**Routing congestion**

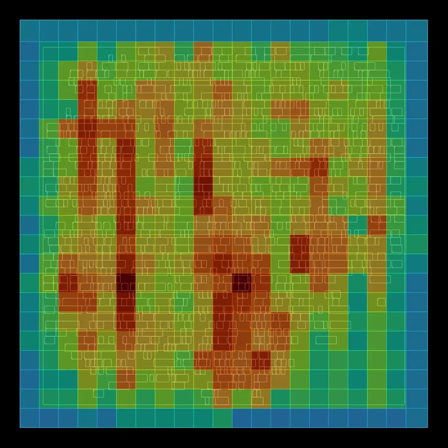
**Signal wires on met2**

The bar under the picture is 50 um long.
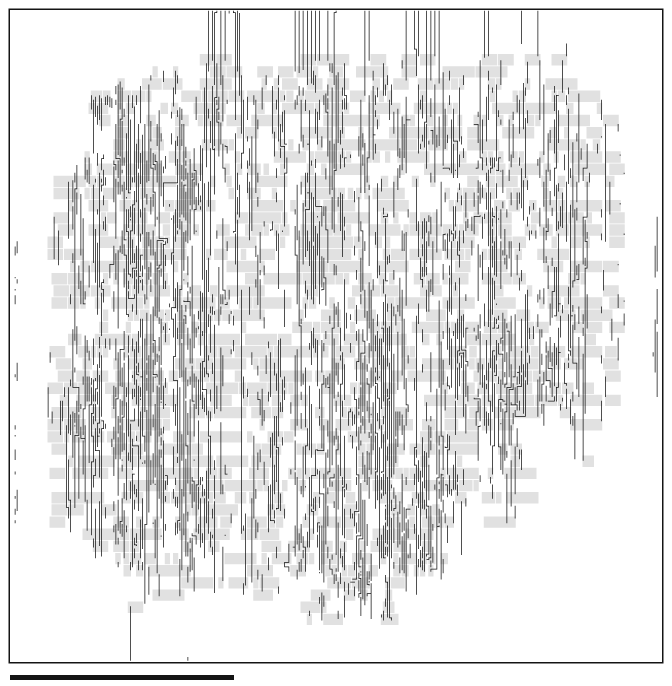
**Drive-strength map**

The bar under the picture is 50 um long.
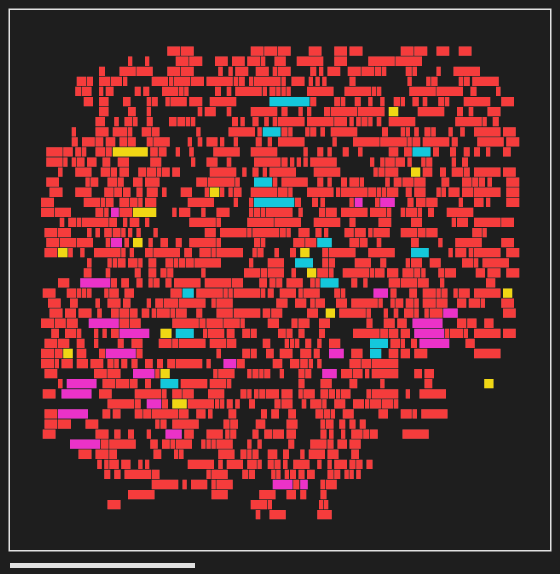
**Met1 routing**

The bar under the picture is 50 um long. Supply wires on this layer in gray.
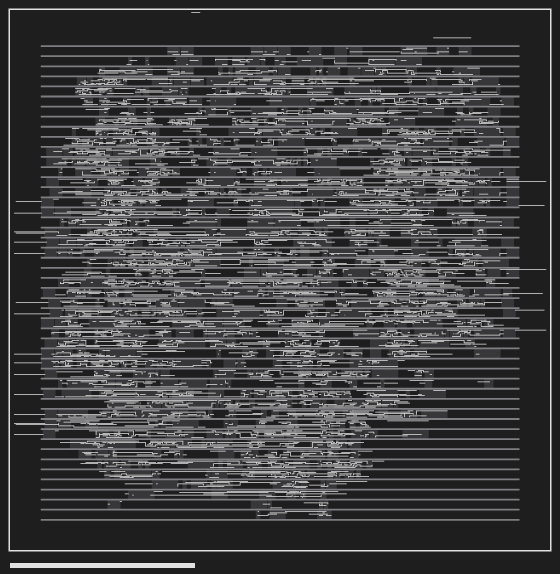
### src/rtl/bf16_addsub_pipe.sv
// Three-stage pipelined BF16 add/subtract unit with valid/ready flow control.
// Arithmetic: two guard bits during alignment, truncation, no rounding.
// Stage 1 aligns operands, stage 2 adds/subtracts magnitudes, stage 3 normalizes and packs.
// All stages advance together whenever the output slot is free or being consumed.

module bf16_addsub_pipe #(
    parameter int unsigned TAG_W = 8
) (
    input  logic             clk,
    input  logic             rst,
    input  logic             in_valid,
    output logic             in_ready,
    input  logic [15:0]      in_a,
    input  logic [15:0]      in_b,
    input  logic             in_op,
    input  logic [TAG_W-1:0] in_tag,
    output logic             out_valid,
    input  logic             out_ready,
    output logic [15:0]      out_sum,
    output logic [TAG_W-1:0] out_tag
);

    // ------------------------------------------------------------------
    // Pipeline control
    // ------------------------------------------------------------------
    logic adv;

    // Stage 1 registers: aligned magnitudes with guard bits
    logic             s1_valid_q;
    logic             s1_sign_a_q, s1_sign_b_q;
    logic [9:0]       s1_mag_a_q, s1_mag_b_q;
    logic [7:0]       s1_exp_q;
    logic [TAG_W-1:0] s1_tag_q;

    // Stage 2 registers: signed-magnitude sum
    logic             s2_valid_q;
    logic             s2_sign_q;
    logic [10:0]      s2_sum_q;
    logic [7:0]       s2_exp_q;
    logic [TAG_W-1:0] s2_tag_q;

    // Stage 3 registers drive the outputs directly
    logic             s3_valid_q;
    logic [15:0]      s3_sum_q;
    logic [TAG_W-1:0] s3_tag_q;

    assign adv       = !s3_valid_q || out_ready;
    assign in_ready  = adv;
    assign out_valid = s3_valid_q;
    assign out_sum   = s3_sum_q;
    assign out_tag   = s3_tag_q;

    // ------------------------------------------------------------------
    // Stage 1: unpack and align
    // ------------------------------------------------------------------
    logic       sign_a, sign_b;
    logic [7:0] exp_a, exp_b;
    logic [9:0] ext_a, ext_b;
    logic       a_exp_ge;
    logic [7:0] exp_diff;
    logic [9:0] s1_mag_a_d, s1_mag_b_d;
    logic [7:0] s1_exp_d;

    // Right shift that saturates to zero once every significant bit is gone.
    function automatic logic [9:0] align_shift(input logic [9:0] v, input logic [7:0] d);
        if (d >= 8'd10) begin
            return 10'd0;
        end
        return v >> d[3:0];
    endfunction

    // Unpack both operands and shift the one with the smaller exponent.
    always_comb begin
        sign_a   = in_a[15];
        sign_b   = in_b[15] ^ in_op;
        exp_a    = in_a[14:7];
        exp_b    = in_b[14:7];
        // Hidden bit is set only for normal (non-zero exponent) operands.
        ext_a    = {(exp_a != 8'd0), in_a[6:0], 2'b00};
        ext_b    = {(exp_b != 8'd0), in_b[6:0], 2'b00};
        a_exp_ge = (exp_a >= exp_b);
        exp_diff = a_exp_ge ? (exp_a - exp_b) : (exp_b - exp_a);
        if (a_exp_ge) begin
            s1_exp_d   = exp_a;
            s1_mag_a_d = ext_a;
            s1_mag_b_d = align_shift(ext_b, exp_diff);
        end else begin
            s1_exp_d   = exp_b;
            s1_mag_a_d = align_shift(ext_a, exp_diff);
            s1_mag_b_d = ext_b;
        end
    end

    // ------------------------------------------------------------------
    // Stage 2: add or subtract aligned magnitudes
    // ------------------------------------------------------------------
    logic        s2_sign_d;
    logic [10:0] s2_sum_d;

    // Same signs add; opposite signs subtract smaller from larger magnitude.
    always_comb begin
        s2_sign_d = 1'b0;
        s2_sum_d  = 11'd0;
        if (s1_sign_a_q == s1_sign_b_q) begin
            s2_sum_d  = {1'b0, s1_mag_a_q} + {1'b0, s1_mag_b_q};
            s2_sign_d = s1_sign_a_q;
        end else if (s1_mag_a_q > s1_mag_b_q) begin
            s2_sum_d  = {1'b0, s1_mag_a_q} - {1'b0, s1_mag_b_q};
            s2_sign_d = s1_sign_a_q;
        end else if (s1_mag_b_q > s1_mag_a_q) begin
            s2_sum_d  = {1'b0, s1_mag_b_q} - {1'b0, s1_mag_a_q};
            s2_sign_d = s1_sign_b_q;
        end
    end

    // ------------------------------------------------------------------
    // Stage 3: normalize and pack
    // ------------------------------------------------------------------
    logic [3:0]  lead_pos;
    logic        lead_found;
    logic [3:0]  norm_shift;
    logic [9:0]  norm_sig;
    logic [6:0]  res_man;
    logic [9:0]  res_exp;   // two extra bits catch overflow and negative wrap
    logic [15:0] s3_sum_d;

    // Locate the leading one, renormalize and apply overflow/underflow rules.
    always_comb begin
        lead_pos   = 4'd0;
        lead_found = 1'b0;
        for (int i = 9; i >= 0; i--) begin
            if (!lead_found && s2_sum_q[i]) begin
                lead_pos   = 4'(i);
                lead_found = 1'b1;
            end
        end
        norm_shift = 4'd9 - lead_pos;
        norm_sig   = s2_sum_q[9:0] << norm_shift;
        if (s2_sum_q[10]) begin
            res_man = s2_sum_q[9:3];
            res_exp = {2'b00, s2_exp_q} + 10'd1;
        end else begin
            res_man = norm_sig[8:2];
            res_exp = {2'b00, s2_exp_q} - {6'd0, norm_shift};
        end

        if (s2_sum_q == 11'd0) begin
            s3_sum_d = 16'h0000;
        end else if (res_exp[9] || (res_exp == 10'd0)) begin
            s3_sum_d = 16'h0000;
        end else if (res_exp >= 10'd255) begin
            s3_sum_d = {s2_sign_q, 8'hFF, 7'h00};
        end else begin
            s3_sum_d = {s2_sign_q, res_exp[7:0], res_man};
        end
    end

    // ------------------------------------------------------------------
    // Pipeline registers: all stages shift together on adv, hold otherwise
    // ------------------------------------------------------------------
    always_ff @(posedge clk) begin
        if (rst) begin
            s1_valid_q  <= 1'b0;
            s1_sign_a_q <= 1'b0;
            s1_sign_b_q <= 1'b0;
            s1_mag_a_q  <= 10'd0;
            s1_mag_b_q  <= 10'd0;
            s1_exp_q    <= 8'd0;
            s1_tag_q    <= '0;
            s2_valid_q  <= 1'b0;
            s2_sign_q   <= 1'b0;
            s2_sum_q    <= 11'd0;
            s2_exp_q    <= 8'd0;
            s2_tag_q    <= '0;
            s3_valid_q  <= 1'b0;
            s3_sum_q    <= 16'h0000;
            s3_tag_q    <= '0;
        end else if (adv) begin
            // Empty input slots travel down as bubbles.
            s1_valid_q <= in_valid;
            if (in_valid) begin
                s1_sign_a_q <= sign_a;
                s1_sign_b_q <= sign_b;
                s1_mag_a_q  <= s1_mag_a_d;
                s1_mag_b_q  <= s1_mag_b_d;
                s1_exp_q    <= s1_exp_d;
                s1_tag_q    <= in_tag;
            end

            s2_valid_q <= s1_valid_q;
            if (s1_valid_q) begin
                s2_sign_q <= s2_sign_d;
                s2_sum_q  <= s2_sum_d;
                s2_exp_q  <= s1_exp_q;
                s2_tag_q  <= s1_tag_q;
            end

            s3_valid_q <= s2_valid_q;
            if (s2_valid_q) begin
                s3_sum_q <= s3_sum_d;
                s3_tag_q <= s2_tag_q;
            end
        end
    end

endmodule

### config.mk
export PLATFORM = sky130hd
export DESIGN_NAME = bf16_addsub_pipe
export DESIGN_NICKNAME = d
export VERILOG_FILES = /design/src/rtl/bf16_addsub_pipe.sv
export SDC_FILE = /design/constraint.sdc
export NUM_CORES = 1
export LEC_CHECK = 0
export CELL_PAD_IN_SITES_DETAIL_PLACEMENT = 0
export CELL_PAD_IN_SITES_GLOBAL_PLACEMENT = 1
export CORE_MARGIN = 8
export CORE_UTILIZATION = 45
export CTS_BUF_LIST = sky130_fd_sc_hd__clkbuf_8
export DETAILED_ROUTE_END_ITERATION = 10
export PLACE_DENSITY = 0.87
export SYNTH_ARGS = -nofsm -noshare
export SYNTH_HDL_FRONTEND = slang
export SYNTH_SLANG_ARGS = --single-unit
### constraint.sdc
create_clock -name clk -period 6 [get_ports clk]
set_input_delay 0.6 -clock clk [delete_from_list [all_inputs] [get_ports clk]]
set_output_delay 0.6 -clock clk [all_outputs]
set_load 0.02 [all_outputs]
==> datasheet_impl.txt <==
Characteristics after synthesis and place and route

Parameter                              Value

Global route
  Wire length of the first global-routing pass    35,400 um
  Maximum number of pins on one net before global-route repair    78
  Number of antenna violations at the first check in global routing    1
  Via count of the first global-routing pass    7,069

Critical path
  Highest cell delay on the worst timing path    0.61 ns
  Setup crit end kind    flop
  Cells along the critical path    nor2_1 -> o31ai_1 -> nand2_1 -> ha_1 -> xnor2_1 -> inv_1 -> ha_1 -> nor3_1 -> nand2b_1 -> a2111oi_1 -> a21o_1 -> nor3_1 -> a41oi_1 -> nand2_1 -> a221oi_1
  Max stage delay cell, worst path    a2111oi_1
  Endpoint required time on the critical path    6.30 ns
  Crit-path max FO    16

Cells and area
  Antenna diode count    0
  Number of nets in the finished design    1,126

Synth
  Adder-cell share of the synthesized area    9.84%
  Asr flop ratio synth    0%
  Mapped Cells    999
  Basic-gate share of the synthesized area counting and, or, nand and nor cells    23.2%
  Chip area from the yosys synthesis statistics    0.00758 mm^2
  Cell area after synthesis    0.00758 mm^2
  Xor-xnor portion of the synthesized cell area    2.08%

Power
  Post-route total power    1.99 mW
  Peak ir drop on the vdd network    0.105 mV
  Share of total power consumed by net switching    38.9%

Final timing
  Final tally of max-slew violations    0
  Slew headroom    27.0%
  Final clock skew    0.0138 ns
  Setup repair after global routing missed its margin    false
  Setup-violating endpoint count in the final report    0
  Final Cycle Share    79.7%

Detailed routing
  Total number of vias    7,297
  Number of remaining DRC errors    0
  Final routed wire length divided by cell count    16.8 um
  Routed vias/inst    5.84

Hold path
  HP Class    flop to flop

Place
  HPWL after detailed placement    16,000 um
  Placement-stage cell area    0.00833 mm^2

CTS
  TritonCTS Sinks    93
  Clock Tree Buf Depth    2
  Hold-fix buffers at CTS    0

Outcome
  Outcome    finished clean

Floorplan
  Fraction of the core area occupied by cells at floorplan    45.8%
Back to the opening pictures, 'routing congestion':
Global Route met1 Usage: 25.6%
fraction of met2 tracks used by global routing: 32.4%

Back to the opening pictures, 'signal wires on met2':
longest straight run: 54.4 um
wire length on this layer: 9,860 um
share of all routed wire: 47%
nets with wire on the layer: 895
main direction: vertical

Back to the opening pictures, 'drive-strength map':
| color | size | cells |
|---|---|---|
| magenta | drive 2 | 25 |
| red | drive 1 or less | 975 |
| yellow | drive 3 to 4 | 16 |
| cyan | drive 6 and up | 14 |
area grow syn2layout: 12.9%
number of ordinary and repair buffers in the finished layout: 79
post-route cell area: 0.00856 mm^2

Back to the opening pictures, 'met1 routing':
longest straight run: 33.1 um
main direction: horizontal
share of all routed wire: 47%

[final timing paths]
kind,start,to,slack (ns),depth (start not counted)
hold reg to reg,s1_tag_q[7],s2_tag_q[7],0.45,2
hold / removal,s1_tag_q[7],s2_tag_q[7],0.45,2
setup / recovery,s2_sum_q[3],out_sum[2],1.22,15
setup reg to reg,s2_sum_q[3],out_sum[2],1.22,15
[cell type report]
cell class              instances  area [um^2]
clock inverters                 7          104
inverters                      74          278
repair buffers                 79          766
multi-input cells             768         5150
well taps                     220          275
flip-flops and latches         93         1860
fillers                      1664         7970
clock buffers                   9          124
[layout by cell type (no fill, tap or decap), drive strengths merged, types with 12 or more instances in the layout]
cell type	netlist	layout
nand2	158	158
dfxtp	93	93
a21oi	82	82
inv	71	74
nor2	69	69
clkdlybuf4s50	0	69
ha	50	50
o21ai	40	40
nor3	25	25
nor2b	19	19
nand4	19	19
nand3	19	19
a21o	16	16
mux2i	16	16
a31oi	16	16
a311oi	15	15
xnor2	12	12
and2	12	12
[routing by layer]
layer / vias up / share of wire [%] / track usage [%]
li1: 3667 / - / -
met1: 3419 / 47 / 25.6
met2: 172 / 47 / 32.4
met3: 37 / 4.1 / 2.58
met4: 2 / 2.1 / 7.08
met5: - / 0.062 / 0
[power by group through the flow]
stage               Clock, mW  Sequential [mW]  Combinational, mW
finish                  0.486            0.676              0.829
global route            0.519            0.682              0.916
CTS                     0.496            0.676              0.823
detailed placement          0            0.691              0.818
global placement            0            0.690              0.819
floorplan                   0            0.681              0.628
[cells in the mapped netlist, drive strengths merged, types with 9 or more instances]
cell / count
o211ai: 11
nand3: 19
and2: 12
dfxtp: 93
mux2i: 16
nor2b: 19
o22ai: 9
o31ai: 11
inv: 71
buf: 12
nand4: 19
a21o: 16
xnor2: 12
a211oi: 9
nor3: 25
a21oi: 82
ha: 50
o21ai: 40
mux4: 11
a311oi: 15
clkbuf: 52
a31oi: 16
nand2: 158
nor2: 69
[per-stage QoR]
step                cells  util [%]  hold slack, ns
floorplan             999         -           0.432
global placement     1234      50.4           0.440
detailed placement   1234      50.4           0.441
CTS                  1250      51.8           0.449
global route         1250      51.8           0.472
finish               1250      51.8           0.449
[sequential cells by signal, indices dropped and copies added, names as in the netlist]
signal       flops
out_sum         16
out_tag          8
out_valid        1
s1_exp_q         8
s1_mag_a_q      10
s1_mag_b_q      10
s1_sign_a_q      1
s1_sign_b_q      1
s1_tag_q         8
s1_valid_q       1
s2_exp_q         8
s2_sign_q        1
s2_sum_q        11
s2_tag_q         8
s2_valid_q       1
[worst reg2reg max path, stage by stage, from the launching register on]
cell and delay (ns):
dfxtp_1 0.49, nor2_1 0.10, o31ai_1 0.26, nand2_1 0.40, ha_1 0.36, xnor2_1 0.42
inv_1 0.13, ha_1 0.23, nor3_1 0.21, nand2b_1 0.15, a2111oi_1 0.61, a21o_1 0.21
nor3_1 0.08, a41oi_1 0.53, nand2_1 0.23, a221oi_1 0.29
Power and IR drop assume default switching activity.
